$ cat src/rtl/apb_regfile.sv
// APB slave register file with byte strobes, programmable wait states and out-of-range PSLVERR.
// Latency: setup + WAIT_STATES + 1 access cycle; prdata/pready/pslverr are registered.
// Backpressure: pready stays low for WAIT_STATES access cycles; dropping psel mid-transfer aborts it.
module apb_regfile #(
    parameter int DATA_W      = 32,
    parameter int ADDR_W      = 8,
    parameter int DEPTH       = 16,
    parameter int WAIT_STATES = 0
) (
    input  logic                clk,
    input  logic                reset,
    input  logic [ADDR_W-1:0]   paddr,
    input  logic                psel,
    input  logic                penable,
    input  logic                pwrite,
    input  logic [DATA_W-1:0]   pwdata,
    input  logic [DATA_W/8-1:0] pstrb,
    output logic [DATA_W-1:0]   prdata,
    output logic                pready,
    output logic                pslverr
);
    localparam int NB    = DATA_W / 8;
    localparam int IDX_W = (DEPTH > 1) ? $clog2(DEPTH) : 1;
    localparam logic [ADDR_W:0] DEPTH_L = (ADDR_W + 1)'(DEPTH);

    typedef enum logic [1:0] {IDLE, WAIT, DONE} state_t;

    state_t            state, state_nxt;
    logic [3:0]        cnt, cnt_nxt;
    logic [ADDR_W-1:0] addr_q;
    logic              pwrite_q;
    logic [DATA_W-1:0] pwdata_q;
    logic [NB-1:0]     pstrb_q;
    logic [DATA_W-1:0] mem [DEPTH];

    logic              setup;
    logic [ADDR_W-1:0] addr_cur;
    logic              in_range;
    logic              commit;

    assign setup = psel && !penable;
    // With no wait states DONE is entered on the setup edge itself, before addr_q is loaded.
    assign addr_cur = (state == IDLE) ? paddr : addr_q;
    assign in_range = ({1'b0, addr_cur} < DEPTH_L);
    assign commit   = (state == DONE) && psel && penable && pwrite_q && in_range;

    always_ff @(posedge clk or negedge reset) begin
        if (!reset) begin
            state <= IDLE;
            cnt   <= '0;
        end else begin
            state <= state_nxt;
            cnt   <= cnt_nxt;
        end
    end

    always_comb begin
        state_nxt = state;
        cnt_nxt   = cnt;
        case (state)
            IDLE: begin
                if (setup) begin
                    if (WAIT_STATES == 0) begin
                        state_nxt = DONE;
                    end else begin
                        state_nxt = WAIT;
                        cnt_nxt   = 4'(WAIT_STATES);
                    end
                end
            end
            WAIT: begin
                if (!psel) begin
                    state_nxt = IDLE;
                    cnt_nxt   = '0;
                end else begin
                    cnt_nxt = cnt - 4'd1;
                    if (cnt <= 4'd1) state_nxt = DONE;
                end
            end
            DONE:    state_nxt = IDLE;
            default: state_nxt = IDLE;
        endcase
    end

    always_ff @(posedge clk or negedge reset) begin
        if (!reset) begin
            addr_q   <= '0;
            pwrite_q <= 1'b0;
            pwdata_q <= '0;
            pstrb_q  <= '0;
            prdata   <= '0;
            pready   <= 1'b0;
            pslverr  <= 1'b0;
        end else begin
            if (state == IDLE && setup) begin
                addr_q   <= paddr;
                pwrite_q <= pwrite;
                pwdata_q <= pwdata;
                pstrb_q  <= pstrb;
            end
            pready  <= (state_nxt == DONE);
            pslverr <= (state_nxt == DONE) && !in_range;
            if (state_nxt == DONE && state != DONE && !pwrite_q && state == WAIT) begin
                prdata <= in_range ? mem[addr_cur[IDX_W-1:0]] : '0;
            end else if (state_nxt == DONE && state == IDLE && !pwrite) begin
                prdata <= in_range ? mem[addr_cur[IDX_W-1:0]] : '0;
            end
        end
    end

    always_ff @(posedge clk or negedge reset) begin
        if (!reset) begin
            for (int i = 0; i < DEPTH; i++) mem[i] <= '0;
        end else if (commit) begin
            for (int i = 0; i < NB; i++) begin
                if (pstrb_q[i]) mem[addr_q[IDX_W-1:0]][8*i +: 8] <= pwdata_q[8*i +: 8];
            end
        end
    end
endmodule

$ cat config.mk
export PLATFORM = sky130hd
export DESIGN_NAME = apb_regfile
export DESIGN_NICKNAME = d
export VERILOG_FILES = /design/src/rtl/apb_regfile.sv
export SDC_FILE = /design/constraint.sdc
export NUM_CORES = 1
export LEC_CHECK = 0
export CORE_MARGIN = 10
export CORE_UTILIZATION = 45
export DETAILED_ROUTE_END_ITERATION = 16
export PLACE_DENSITY = 0.65
export SYNTH_ARGS = -nofsm -noshare
export SYNTH_HDL_FRONTEND = slang
export SYNTH_SLANG_ARGS = --single-unit
export TNS_END_PERCENT = 100
$ cat constraint.sdc
create_clock -name clk -period 4.1 [get_ports clk]
set_clock_uncertainty 0.15 [all_clocks]
set_input_delay 0.615 -clock clk [delete_from_list [all_inputs] [get_ports clk]]
set_output_delay 0.615 -clock clk [all_outputs]
set_load 0.02 [all_outputs]
==> notes.md <==
Observations from the implementation run.

STA:
- In the finished design, the share of the clock period the worst path needs comes to 0.790.
- The run puts the final critical delay including setup and external delays at 3.24 ns.
- In the final report, the number of pins over their slew limit comes to 0.
- In this build the clock could be raised as far as 309 MHz.
- The run puts the worst hold slack at 0.324 ns.
- The run puts the number of failing setup endpoints in the final timing report at 0.
- The run gives the slew at the pin closest to its max-slew limit as 1.38 ns.
- After routing, the total negative slack on setup checks comes to 0 ns.
- Setup repair after global routing left no endpoint under its margin.
- Per the final timing report, the hold violations number 0.
- The run gives the worst relative slew slack as 0.0697.

Routing:
- The run gives the number of iterations in the first detailed-routing pass as 7.
- The run gives the final wirelength as 69200 um.
- The run gives the violation count after the first detailed-route iteration as 1303.
- The run puts the average wire length per cell after detail routing at 23.2 um.
- The routed layout has 17.5k vias.
- The count of nets left with antenna violations once routing finished came out at 0.
- The run gives the DRC violation count after routing as 0.
- The run puts the detail-routed via count per cell at 5.86.

Final layout:
- The run gives the layout overhead on the synthesized area as 13.2%.
- The run puts the count of antenna diodes in the layout at 0.
- The run gives the fraction of layout cells with a size suffix above 1 as 0.341.
- The run gives the final net count as 2211.
- The run gives the final cell count without fillers as 2979.
- The run gives the core utilization of the finished layout as 0.518.

Synthesis:
- The run gives the area fraction in compound gates after synthesis as 0.0694.
- The run gives the synthesized chip area reported by yosys as 27200 um2.
- For reference, the top cells by area after synthesis are sky130_fd_sc_hd__dfrtp_1 (55%), sky130_fd_sc_hd__mux2_2 (23%), sky130_fd_sc_hd__mux2i_1 (5.8%).
- Looking at the gate-level netlist, the highest instance count belongs to sky130_fd_sc_hd__dfrtp_1.
- The run puts the synthesized-area fraction occupied by adder cells at 0.000921.
- The run gives the synthesized area per cell as 12.9 um2.
- The run puts the share of Yosys cell area claimed by the top area cell type at 0.550.
- The synthesized instance count is 2100.
- Once synthesis finished, the tally of register bits stood at 597.
- Counting the warning lines in the Yosys log gives 0.
- The run puts the net count of the mapped netlist at 2151.
- After synthesis, the largest family of logic cells by area is multiplexers.
- The run gives the number of enable flip-flop cells as 0.
- The synthesis report names the predominant flop master as sky130_fd_sc_hd__dfrtp_1.
- In the Yosys report the total cell count is 2100.
- The run puts the post-synthesis instance area at 27200 um2.
- The biggest area contributor in the post-synthesis netlist is sky130_fd_sc_hd__dfrtp_1.
- The run gives the mux contribution to synthesized area as 0.290.
- In this run, the synthesized area fraction spent on and/or/nand/nor cells is recorded as 0.0598.
- Sorting the synthesized cells by how often they occur yields sky130_fd_sc_hd__dfrtp_1 (597), sky130_fd_sc_hd__mux2_2 (553), sky130_fd_sc_hd__nand2_1 (209).
- The run gives the share of the yosys chip area belonging to registers as 0.550.
- The run gives the share of synthesized registers carrying an async set or reset as 1.00.
- The run puts the post-synthesis share of cell area spent on xor and xnor gates at 0.
- The run gives the count of different cell masters after synthesis as 48.

CTS:
- The run gives the number of buffers created by CTS as 61.
- The run puts the clock sink total at 597.
- The run gives the number of cells upsized or downsized after cts as 0.
- The run gives the number of hold buffers added after CTS as 1.
- The run gives the clock-pin slew on the worst setup and hold paths as 0.06 ns.
- The run puts the deepest clock path buffer count at 3.
- TritonCTS built the clock tree.
- Clock tree synthesis selected as its root buffer the cell sky130_fd_sc_hd__clkbuf_16.
- The run gives the depth of the CTS H-tree as 2.
- The run gives the post-CTS setup-driven buffer insertion count as 0.
- The run puts the clock insertion delay at the later pin of the skew report at 0.63 ns.

Setup path:
- The run puts the required time at the endpoint of the critical path at 4.42 ns.
- The setup path with the least slack is of type flip-flop to flip-flop.
- For this run, the slowest stage of the critical path takes 0.70 ns.
- Per the STA report, the cell with the highest stage delay on the worst path is sky130_fd_sc_hd__o41ai_1.
- The run gives the startpoint class of the critical path as a flip-flop.
- The run gives the kind of end point of the critical path as a flip-flop.
- The report shows a maximum critical-path fanout of 32.
- The run puts the data arrival time of the worst path at 3.56 ns.
- The cell sequence reported for the critical path is or2_1 -> a31oi_4 -> buf_4 -> a21oi_1 -> o41ai_1 -> o31a_1 -> o21ai_1.

Status:
- The flow ran to the end, and the final reports show no timing, DRC or antenna violations.

Die:
- The run puts the area of the core at 59400 um2.
- The run puts the width of the die at 266 um.
- The floorplan has 89 rows.
- The run puts the floorplan die area at 70600 um2.
- The initial utilization of the core area, before any placement, comes to 0.458.
- From bottom edge to top edge, the die measures 266 um.
- The run gives the number of placed I/O pins as 83.

Place:
- The run gives the number of placed cells counting well taps as 2869.
- Note, the detailed placer reported a final HPWL of 42800 um.
- The run puts the placer's final routability congestion estimate at 0.818.
- The run puts the quantity of I/O buffers inserted on ports at 82.

Power:
- The run puts the peak supply drop at 319 uV.
- The script extracted a total leakage power of 15.0 nW.
- Per the summary, power density relative to cell area is 423 nW/um2.

Flow run:
- OpenROAD emitted warnings numbering 31.
- The run puts the number of maximum-capacitance constraint violations at 0.

GRT:
- The number of antenna violations at the first check in global routing was 3.
- The run puts the number of global-route vias before repair at 18.2k.
- The run puts the remaining global-route overflow at 0.
- Entering global routing, the biggest net connects 125 pins.
- The run puts the global-route usage over all layers at 0.195.
- The first global-routing pass estimated 108000 um of wire.

Min path:
- The run gives the path class of the lowest-slack min-delay path as flip-flop to flip-flop.
[report_power, final]
| group | switching (mW) | internal, mW | leakage (nW) | total [mW] |
|---|---|---|---|---|
| Clock | 2.26 | 3.28 | 0.989 | 5.55 |
| Combinational | 0.668 | 0.402 | 5.77 | 1.07 |
| Sequential | 0.331 | 6.06 | 8.24 | 6.39 |
[stage by stage]
stage | area (um2) | total power, mW | setup WS [ns]
2_1_floorplan | 27200 | 7.01 | 1.75
3_3_place_gp | 28700 | 7.53 | 0.544
3_5_place_dp | 28700 | 7.57 | 0.513
4_1_cts | 30700 | 13.1 | 0.866
5_1_grt | 30700 | 13.5 | 0.757
6_report | 30700 | 13.0 | 0.861
[layout by cell type, fill, tap and decap left out, types with 13 or more instances in the layout]
| master | instances |
|---|---|
| sky130_fd_sc_hd__nand2_2 | 32 |
| sky130_fd_sc_hd__a21oi_1 | 54 |
| sky130_fd_sc_hd__o21ai_0 | 54 |
| sky130_fd_sc_hd__nand3_1 | 50 |
| sky130_fd_sc_hd__o22ai_1 | 83 |
| sky130_fd_sc_hd__mux2_2 | 553 |
| sky130_fd_sc_hd__clkbuf_1 | 19 |
| sky130_fd_sc_hd__o21ai_1 | 31 |
| sky130_fd_sc_hd__o221ai_1 | 38 |
| sky130_fd_sc_hd__clkbuf_8 | 13 |
| sky130_fd_sc_hd__buf_4 | 39 |
| sky130_fd_sc_hd__clkdlybuf4s50_1 | 81 |
| sky130_fd_sc_hd__clkbuf_16 | 63 |
| sky130_fd_sc_hd__mux2i_1 | 156 |
| sky130_fd_sc_hd__dfrtp_1 | 597 |
| sky130_fd_sc_hd__nor2_1 | 14 |
| sky130_fd_sc_hd__nand2_1 | 208 |
[per-layer routing]
layer | GRT usage | part of all wire | wire, um
met3 | 0.0325 | 0.057 | 3920
met2 | 0.316 | 0.47 | 32800
met5 | 0 | 0.00068 | 47
met1 | 0.262 | 0.44 | 30500
met4 | 0.0670 | 0.029 | 2030
[cells by family after synthesis]
| logic type | after synthesis |
|---|---|
| AND-OR/OR-AND | 293 |
| adder cells (fa/ha/maj) | 2 |
| buffers and inverters | 142 |
| flip-flops | 597 |
| multiplexers | 718 |
| AND/OR/NAND/NOR | 348 |
[area by class of cell]
cell class	count	area, um2
tap	773	967
fill	4975	28600
multi-input combinational	1361	11500
clock buffer	95	1830
clock inverter	14	174
sequential	597	14900
timing repair buffer	133	1350
inverter	6	22.5
[sequential cells by signal, summed over array words and instances, names as in the netlist, 2 cells and up]
signal    flops
prdata       32
state         2
mem         512
pwdata_q     32
addr_q        8
pstrb_q       4
cnt           4
[critical path, delay by kind of cell, from the launching register on]
kind,cells,cell delay (ns)
compound gates,5,1.37
simple gates,1,0.49
flops,1,0.60
buf+inv,1,0.46
[path summary, 6_finish.rpt]
check | startpoint | cells past startpoint | end | slack [ns]
worst min register to register | pstrb_q[3] | 2 | pstrb_q[3] | 0.32
worst max-delay path | state[1] | 7 | prdata[14] | 0.86
worst max register to register | state[1] | 7 | prdata[14] | 0.86
max in group asynchronous | reset | 3 | mem[422] | 2.31
min in group asynchronous | reset | 2 | mem[313] | 0.41
worst min-delay path | pstrb_q[3] | 2 | pstrb_q[3] | 0.32
Figure 1. Sequential cells grouped by signal name.
Bar = 100 um. Other sequential cells in the stronger grey, the rest of the logic in the fainter grey.
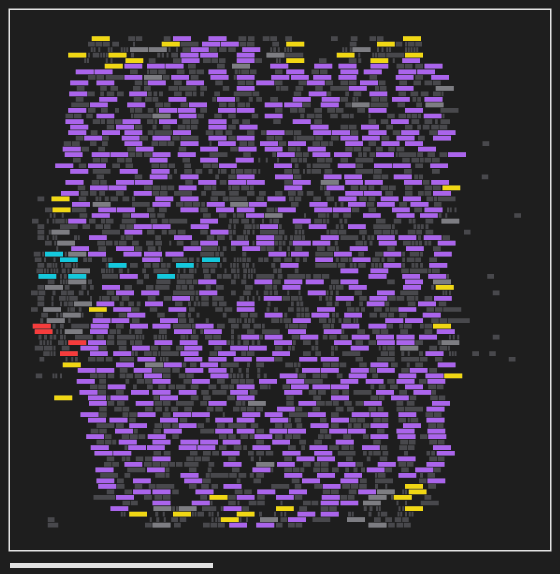
colour	signal	flops
red	cnt	4
cyan	addr_q	8
yellow	pwdata_q	32
purple	mem	512
not coloured	41

Figure 2. Port wiring.
Bar = 100 um.
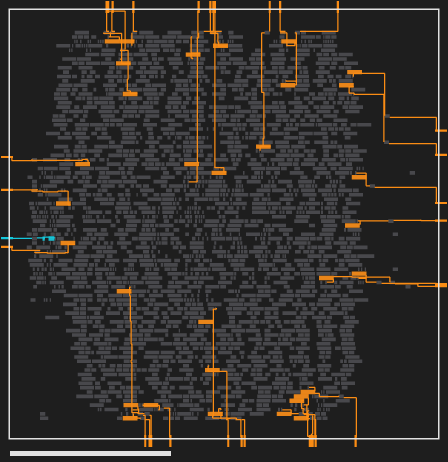
colour	port	bits	direction	edge	end cells	buffers	wire
orange	prdata	32	output	12 south, 11 north, 6 east, 3 west	32	32	1800 um
cyan	pwrite	1	input	west	2	1	25.2 um

Figure 3. Routing congestion.
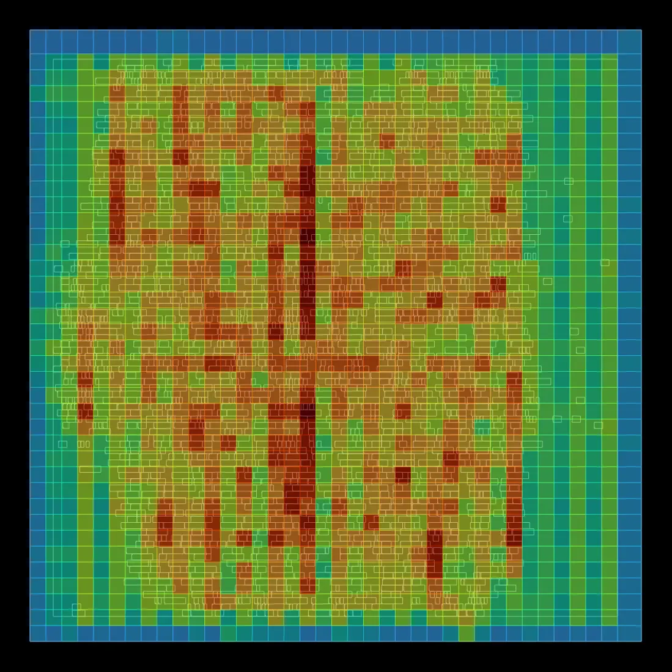
met1 track demand over resource: 0.262
GR Layer Usage met3: 0.0325

Figure 4. Close-up of the layout.
Bar = 10 um. Window x 54 to 79, y 54 to 79 um. Cells in grey, sequential cells in the stronger grey; small squares are vias.
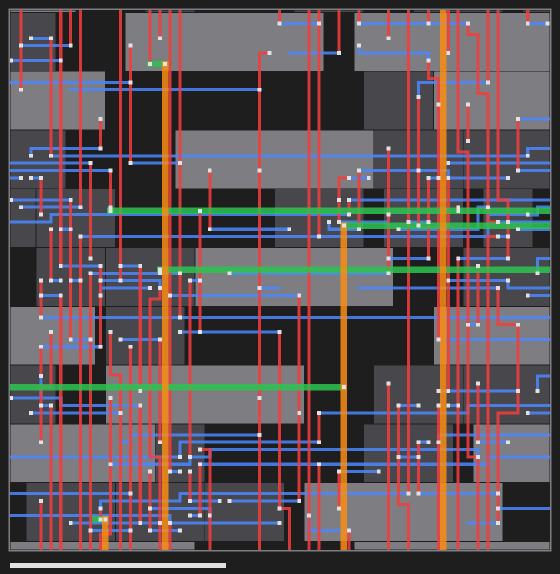
colour	layer
red	M2
blue	M1
orange	M4
green	M3
most frequent	mux2_2 (10), dfrtp_1 (9), mux2i_1 (4)
sequential cells in the window	9
cells with their middle in the window	30
netlist names of flops here include	mem (9)

Power is estimated from default activity; no workload was simulated.
